Floorplan with the power grid:
Scale bar: 200 um. Pins as bars on the die edge. Tap cells in grey.
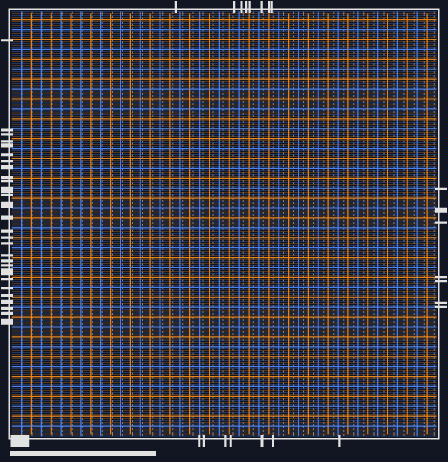
Placement by cell class:
Scale bar: 200 um.
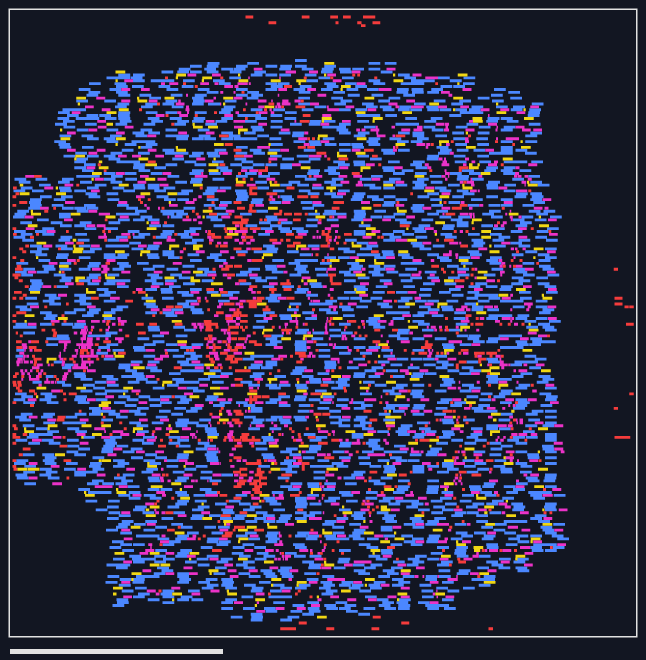
Clock network drawn from the DEF:
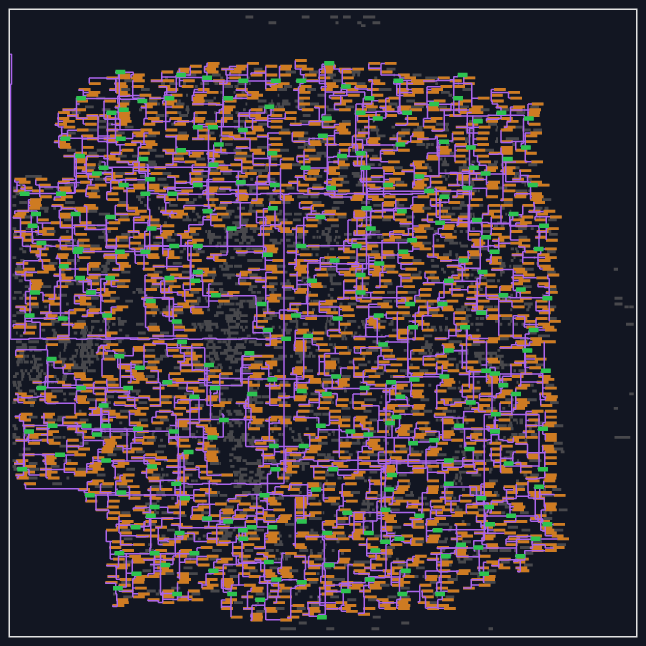
Routed metal, one colour a layer:
Scale bar: 200 um. Only two layers are drawn.
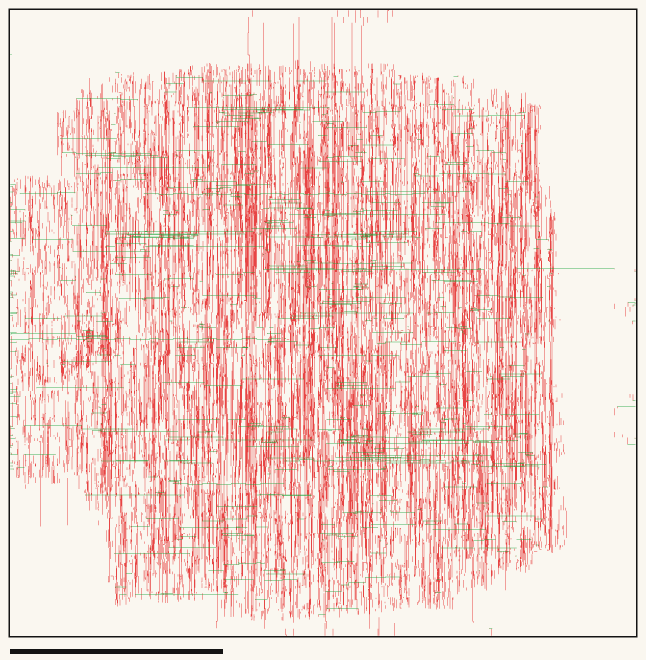
Placed standard cells:
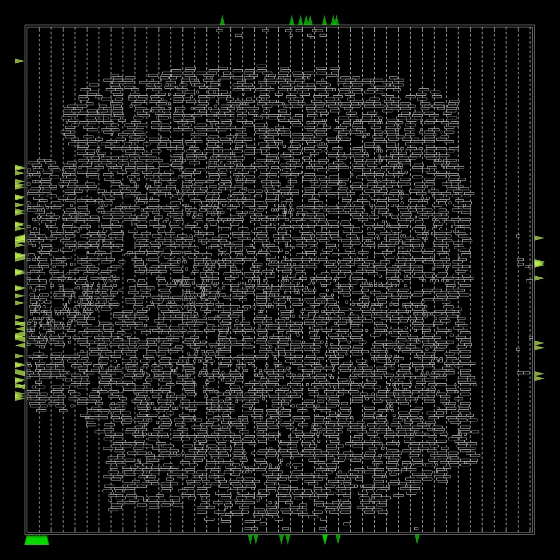
==> src/rtl/dmem_pkg.sv <==
// Shared types and sizing for the M-stage data-memory responder.
// The index width and the store-buffer entry layout are derived here from
// the default array depth; instances must keep MEM_WORDS equal to DMEM_MEM_WORDS.
package dmem_pkg;

    localparam int DMEM_MEM_WORDS = 64;
    localparam int DMEM_SB_DEPTH  = 4;
    localparam int IDX_W          = $clog2(DMEM_MEM_WORDS);
    localparam int SB_PTR_W       = $clog2(DMEM_SB_DEPTH);

    // One buffered store: word index plus the full data word.
    typedef struct packed {
        logic [IDX_W-1:0] idx;
        logic [31:0]      data;
    } sb_entry_t;

endpackage

==> src/rtl/data_mem_responder_store_buffer_fifo.sv <==
// In-order store buffer: circular FIFO of {word index, data} with a count.
// Exposes a per-slot match vector for loads; with DMEM_STORE_FWD_EN defined it
// also provides the data of the youngest matching entry.
module store_buffer_fifo
    import dmem_pkg::*;
#(
    parameter  int DEPTH = DMEM_SB_DEPTH,
    localparam int PW    = $clog2(DEPTH)
) (
    input  logic             clk,
    input  logic             reset,
    input  logic             push,
    input  sb_entry_t        push_entry,
    input  logic             pop,
    output sb_entry_t        head_entry,
    input  logic [IDX_W-1:0] match_idx,
    output logic [DEPTH-1:0] match_vec,
`ifdef DMEM_STORE_FWD_EN
    output logic [31:0]      fwd_data,
`endif
    output logic [PW:0]      count,
    output logic             full,
    output logic             empty
);

    sb_entry_t       entries [DEPTH];
    logic [PW-1:0]   head;
    logic [PW-1:0]   tail;
    logic [PW-1:0]   age [DEPTH];

    // Pointer and occupancy bookkeeping; push and pop are never both set.
    always_ff @(posedge clk) begin
        if (reset) begin
            head  <= '0;
            tail  <= '0;
            count <= '0;
        end else begin
            if (push) tail <= tail + 1'b1;
            if (pop)  head <= head + 1'b1;
            if (push && !pop)
                count <= count + 1'b1;
            else if (pop && !push)
                count <= count - 1'b1;
        end
    end

    // Entry storage written at the tail on each accepted store.
    // NOTE: storage carries no reset; validity comes from head/count alone,
    // so clearing the entries would only add reset fan-out.
    always_ff @(posedge clk) begin
        if (push) entries[tail] <= push_entry;
    end

    assign head_entry = entries[head];
    assign full       = (count == (PW+1)'(DEPTH));
    assign empty      = (count == '0);

    // A slot matches when it lies inside the live window and holds the index.
    always_comb begin
        for (int i = 0; i < DEPTH; i++) begin
            age[i]       = PW'(i) - head;
            match_vec[i] = ({1'b0, age[i]} < count) && (entries[i].idx == match_idx);
        end
    end

`ifdef DMEM_STORE_FWD_EN
    logic [PW-1:0] slot;

    // Walk oldest to youngest so the last hit (youngest match) wins.
    always_comb begin
        fwd_data = '0;
        slot     = head;
        for (int k = 0; k < DEPTH; k++) begin
            slot = head + PW'(k);
            if (match_vec[slot]) fwd_data = entries[slot].data;
        end
    end
`endif

endmodule

==> src/rtl/data_mem_responder.sv <==
// M-stage data-memory responder: combinational loads, buffered stores that
// drain into a single-port word array on cycles with no accepted request.
// Optional feature macro: DMEM_STORE_FWD_EN (store-to-load forwarding).
// Without it, a load that hits a buffered store stalls until that store drains.
module data_mem_responder
    import dmem_pkg::*;
#(
    parameter int MEM_WORDS = DMEM_MEM_WORDS,
    parameter int SB_DEPTH  = DMEM_SB_DEPTH
) (
    input  logic                      clk,
    input  logic                      reset,
    input  logic                      mem_read_m,
    input  logic                      mem_write_m,
    input  logic [31:0]               alu_out_m,
    input  logic [31:0]               dmem_write_data_m,
    output logic [31:0]               dmem_read_data_m,
    output logic                      stall_m,
    output logic [$clog2(SB_DEPTH):0] sb_count,
    output logic                      sb_empty
);

    logic [31:0]         mem [MEM_WORDS];
    logic [IDX_W-1:0]    req_idx;
    logic [SB_DEPTH-1:0] match_vec;
    logic                sb_full;
    logic                load_block;
    logic                accepted;
    logic                push;
    logic                drain;
    sb_entry_t           push_entry;
    sb_entry_t           head_entry;
    logic                unused_addr;

    assign req_idx     = alu_out_m[IDX_W+1:2];
    assign unused_addr = ^{alu_out_m[31:IDX_W+2], alu_out_m[1:0]};
    assign push_entry  = '{idx: req_idx, data: dmem_write_data_m};

`ifdef DMEM_STORE_FWD_EN
    logic [31:0] fwd_data;
    assign load_block = 1'b0;
`else
    assign load_block = mem_read_m & (|match_vec);
`endif

    // A request that cannot finish this cycle stalls; the port is then free.
    assign stall_m  = ~reset & ((mem_write_m & sb_full) | load_block);
    assign accepted = (mem_read_m | mem_write_m) & ~stall_m;
    assign push     = ~reset & mem_write_m & ~stall_m;
    assign drain    = ~reset & ~sb_empty & ~accepted;

    store_buffer_fifo #(.DEPTH(SB_DEPTH)) u_sb (
        .clk        (clk),
        .reset      (reset),
        .push       (push),
        .push_entry (push_entry),
        .pop        (drain),
        .head_entry (head_entry),
        .match_idx  (req_idx),
        .match_vec  (match_vec),
`ifdef DMEM_STORE_FWD_EN
        .fwd_data   (fwd_data),
`endif
        .count      (sb_count),
        .full       (sb_full),
        .empty      (sb_empty)
    );

    // Oldest buffered store retires into the array on a free port cycle.
    always_ff @(posedge clk) begin
        if (drain) mem[head_entry.idx] <= head_entry.data;
    end

    // Load data is zero unless a load completes this cycle.
    always_comb begin
        dmem_read_data_m = '0;
        if (mem_read_m && !stall_m && !reset) begin
`ifdef DMEM_STORE_FWD_EN
            dmem_read_data_m = (|match_vec) ? fwd_data : mem[req_idx];
`else
            dmem_read_data_m = mem[req_idx];
`endif
        end
    end

endmodule
==> config.mk <==
export PLATFORM = sky130hd
export DESIGN_NAME = data_mem_responder
export DESIGN_NICKNAME = d
export VERILOG_FILES = /design/src/rtl/dmem_pkg.sv /design/src/rtl/data_mem_responder_store_buffer_fifo.sv /design/src/rtl/data_mem_responder.sv
export SDC_FILE = /design/constraint.sdc
export NUM_CORES = 2
export LEC_CHECK = 0
export ABC_CLOCK_PERIOD_IN_PS = 3300
export CAP_MARGIN = 10
export CORE_MARGIN = 2
export CORE_UTILIZATION = 25
export DETAILED_ROUTE_END_ITERATION = 6
export HOLD_SLACK_MARGIN = 0.03
export PLACE_DENSITY = 0.37
export SETUP_SLACK_MARGIN = 0.4
export SYNTH_ARGS = -nofsm -noshare
export SYNTH_HDL_FRONTEND = slang
export SYNTH_SLANG_ARGS = --single-unit
export TNS_END_PERCENT = 20
==> constraint.sdc <==
create_clock -name clk -period 3.3 [get_ports clk]
set_input_delay 0.33 -clock clk [delete_from_list [all_inputs] [get_ports clk]]
set_output_delay 0.33 -clock clk [all_outputs]
set_load 0.02 [all_outputs]
==> flow_metrics.tcl <==
# implementation run metrics
set metrics [dict create \
    dominant-cell-class "sequential cells" \
    setup_viol 104 \
    worstHoldPathType "in2reg" \
    skew_ns 0.0301 \
    die_area_um2 345000 \
    warning_count 61 \
    wl_met2_um 141000 \
    grtUsageMet3_pct 2.11 \
    drt-initial-drc-count 4164 \
    synthToLayoutAreaGrowth_pct 27.1 \
    wl_met3_um 12800 \
    finalMaxSlewViolations 0 \
    crit_slowest_cell "nor4_4" \
    timing.final.hold_violations 0 \
    clkTransAtPathRegs_ns 0.06 \
    met1_usage_pct 23.0 \
    routed-via-count 43268 \
    seqCellArea_um2 66300 \
    regMostFlops "mem" \
    p_leak_nw 34.1 \
    postCtsSetupRepairBufs 17 \
    ant_nets 0 \
    grt_pass1_wl_um 389000 \
    cts-root-buf "clkbuf_16" \
    drv_cap 0 \
    crit_path_frequent_cell "buf_4" \
    fmax_mhz 262 \
    h-tree-depth 5 \
    powerDensity_nw_per_um2 592 \
    path_buffers 7 \
    lay_top_cells "edfxtp_1 (2200), mux4_2 (555), buf_4 (453)" \
    drive_gt1_share_pct 37.8 \
    comb_power_share_pct 7.8 \
    num-nets-final 4627 \
    yosysWarnings 0 \
    top_layer "met5" \
    syn_inst 3682 \
    die_width_um 587 \
    synth-async-reset-ratio_pct 0 \
    power.total_mw 64.0 \
    viasPerCell 4.66 \
    numSynthFlops 2209 \
    pwr-share-clk_pct 42.7 \
    pin_count 105 \
    cp_cell_sequence "xnor2_4 -> ha_4 -> inv_2 -> o2111ai_2 -> a211oi_2 -> nor4_4 -> buf_6 -> nand2_8 -> buf_4 -> buf_12 -> nor4_4 -> buf_4 -> buf_4 -> buf_12" \
    io_buffers 78 \
    dp_hpwl_um 179000 \
    worst_slack_ns -0.517 \
    sh_comb_area_pct 17.1 \
    place_area_um2 97600 \
    grt_max_degree 65 \
    p_sw_mw 14.7 \
    inv_count 18 \
    cts_tree "built" \
    violations "setup timing" \
    status "complete, but fails checks" \
    postCtsHoldBufs 10 \
    syn_area_um2 85000 \
    tns_ns -15.68 \
    p_seq_mw 31.7 \
    place_congestion 0.767 \
    wl_met1_um 134000 \
    cts_buffer_depth 4 \
    synth_seq_share_pct 77.9 \
    setup.worst_path.start_class "register" \
    internal_power_mw 49.3 \
    synth-area-yosys_um2 85000 \
    peakVddDrop_mv 0.505 \
    cp.required_ns 2.97 \
    synth.distinct_cells 65 \
    path_delay_family "buffers and inverters" \
    seqPwrFrac_pct 49.5 \
    slew-limit-headroom_pct 18.8 \
]
About 'floorplan with the power grid':
Key: blue = VSS; orange = VDD
215 met1 rails follow the rows. 42 straps on met5. The core has 214 rows. 42 straps on met4.

About 'placement by cell class':
Key: magenta = all other logic [cells 1277, share of their area 18%]; red = other buffers and delay cells [cells 798, share of their area 9.4%]; blue = flip-flops [cells 2209, share of their area 65%]; yellow = clock drivers and dummy loads [cells 454, share of their area 7.7%]
fin util: 31.9%
Placeable Area: 339000 um^2
Seq/total area: 61.3%
final instance area: 108000 um^2
row cnt: 214

About 'clock network drawn from the DEF':
Key: orange = flip-flops [count 2209]; green = cells driving clock nets [count 263]; purple = clock wires [length 30.7 mm]
There are 264 routed clock nets. Position of the flops: spread over the die.

About 'routed metal, one colour a layer':
Key: green = met3 [wire length 12800 um]; red = met2 [wire length 141 mm]
routed len/inst: 31.7 um
All-Layer GR Usage: 16.3%

About 'placed standard cells':
Fillers: 32411
Tapcells: 4536
num sequential: 2209
Finished Layout Cells: 9280

## worst reg2reg max path, cell delays in order (launching register included)
cell and delay (ns):
dfxtp_4 0.36, xnor2_4 0.20, ha_4 0.16, inv_2 0.03
o2111ai_2 0.18, a211oi_2 0.09, buf_4 0.16, o41a_1 0.48
buf_6 0.18, buf_12 0.12, buf_12 0.13, buf_6 0.13
o211ai_1 0.27, buf_12 0.21, nor2_4 0.07, buf_12 0.16
clkbuf_16 0.21
## worst max path at each step
stage	from	end	slack, ns	cells after the start
final	u_sb.head[0]	dmem_read_data_m[14]	-0.52	14
after CTS	u_sb.head[0]	dmem_read_data_m[6]	-0.64	12
after global placement	alu_out_m[2]	dmem_read_data_m[14]	-1.37	12
after global routing	u_sb.head[0]	dmem_read_data_m[6]	-0.64	12
after floorplan	u_sb.head[1]	mem[40][0]	0.05	9
after detailed placement	alu_out_m[2]	dmem_read_data_m[6]	-1.01	12
## logic make-up (layout without fill, tap and decap cells)
family          Yosys count  in the layout  synth area share, %
other cells               0              6                    0
mux                     689            689                 16.5
compound gates          268            268                 2.20
fa+ha+maj                10             10                0.156
xor+xnor                 27             27                0.278
simple gates            265            265                 1.42
buf+inv                 214           1270                 1.59
flops                  2209           2209                 77.9
## synthesized netlist by cell type, types with 19 or more instances
library cell	n	area share, %
nor3_1	32	0.19
edfxtp_1	2200	78
buf_2	73	0.43
mux2i_1	116	1.4
nand3_1	20	0.12
nor2_1	103	0.45
nand2_1	55	0.24
o22ai_1	24	0.18
buf_6	21	0.28
clkbuf_1	39	0.17
xnor2_1	25	0.26
a21oi_1	48	0.28
o21ai_0	36	0.21
mux4_2	559	15
buf_4	48	0.42
a221oi_1	19	0.20
a22oi_1	46	0.41
Power and IR drop assume default switching activity.
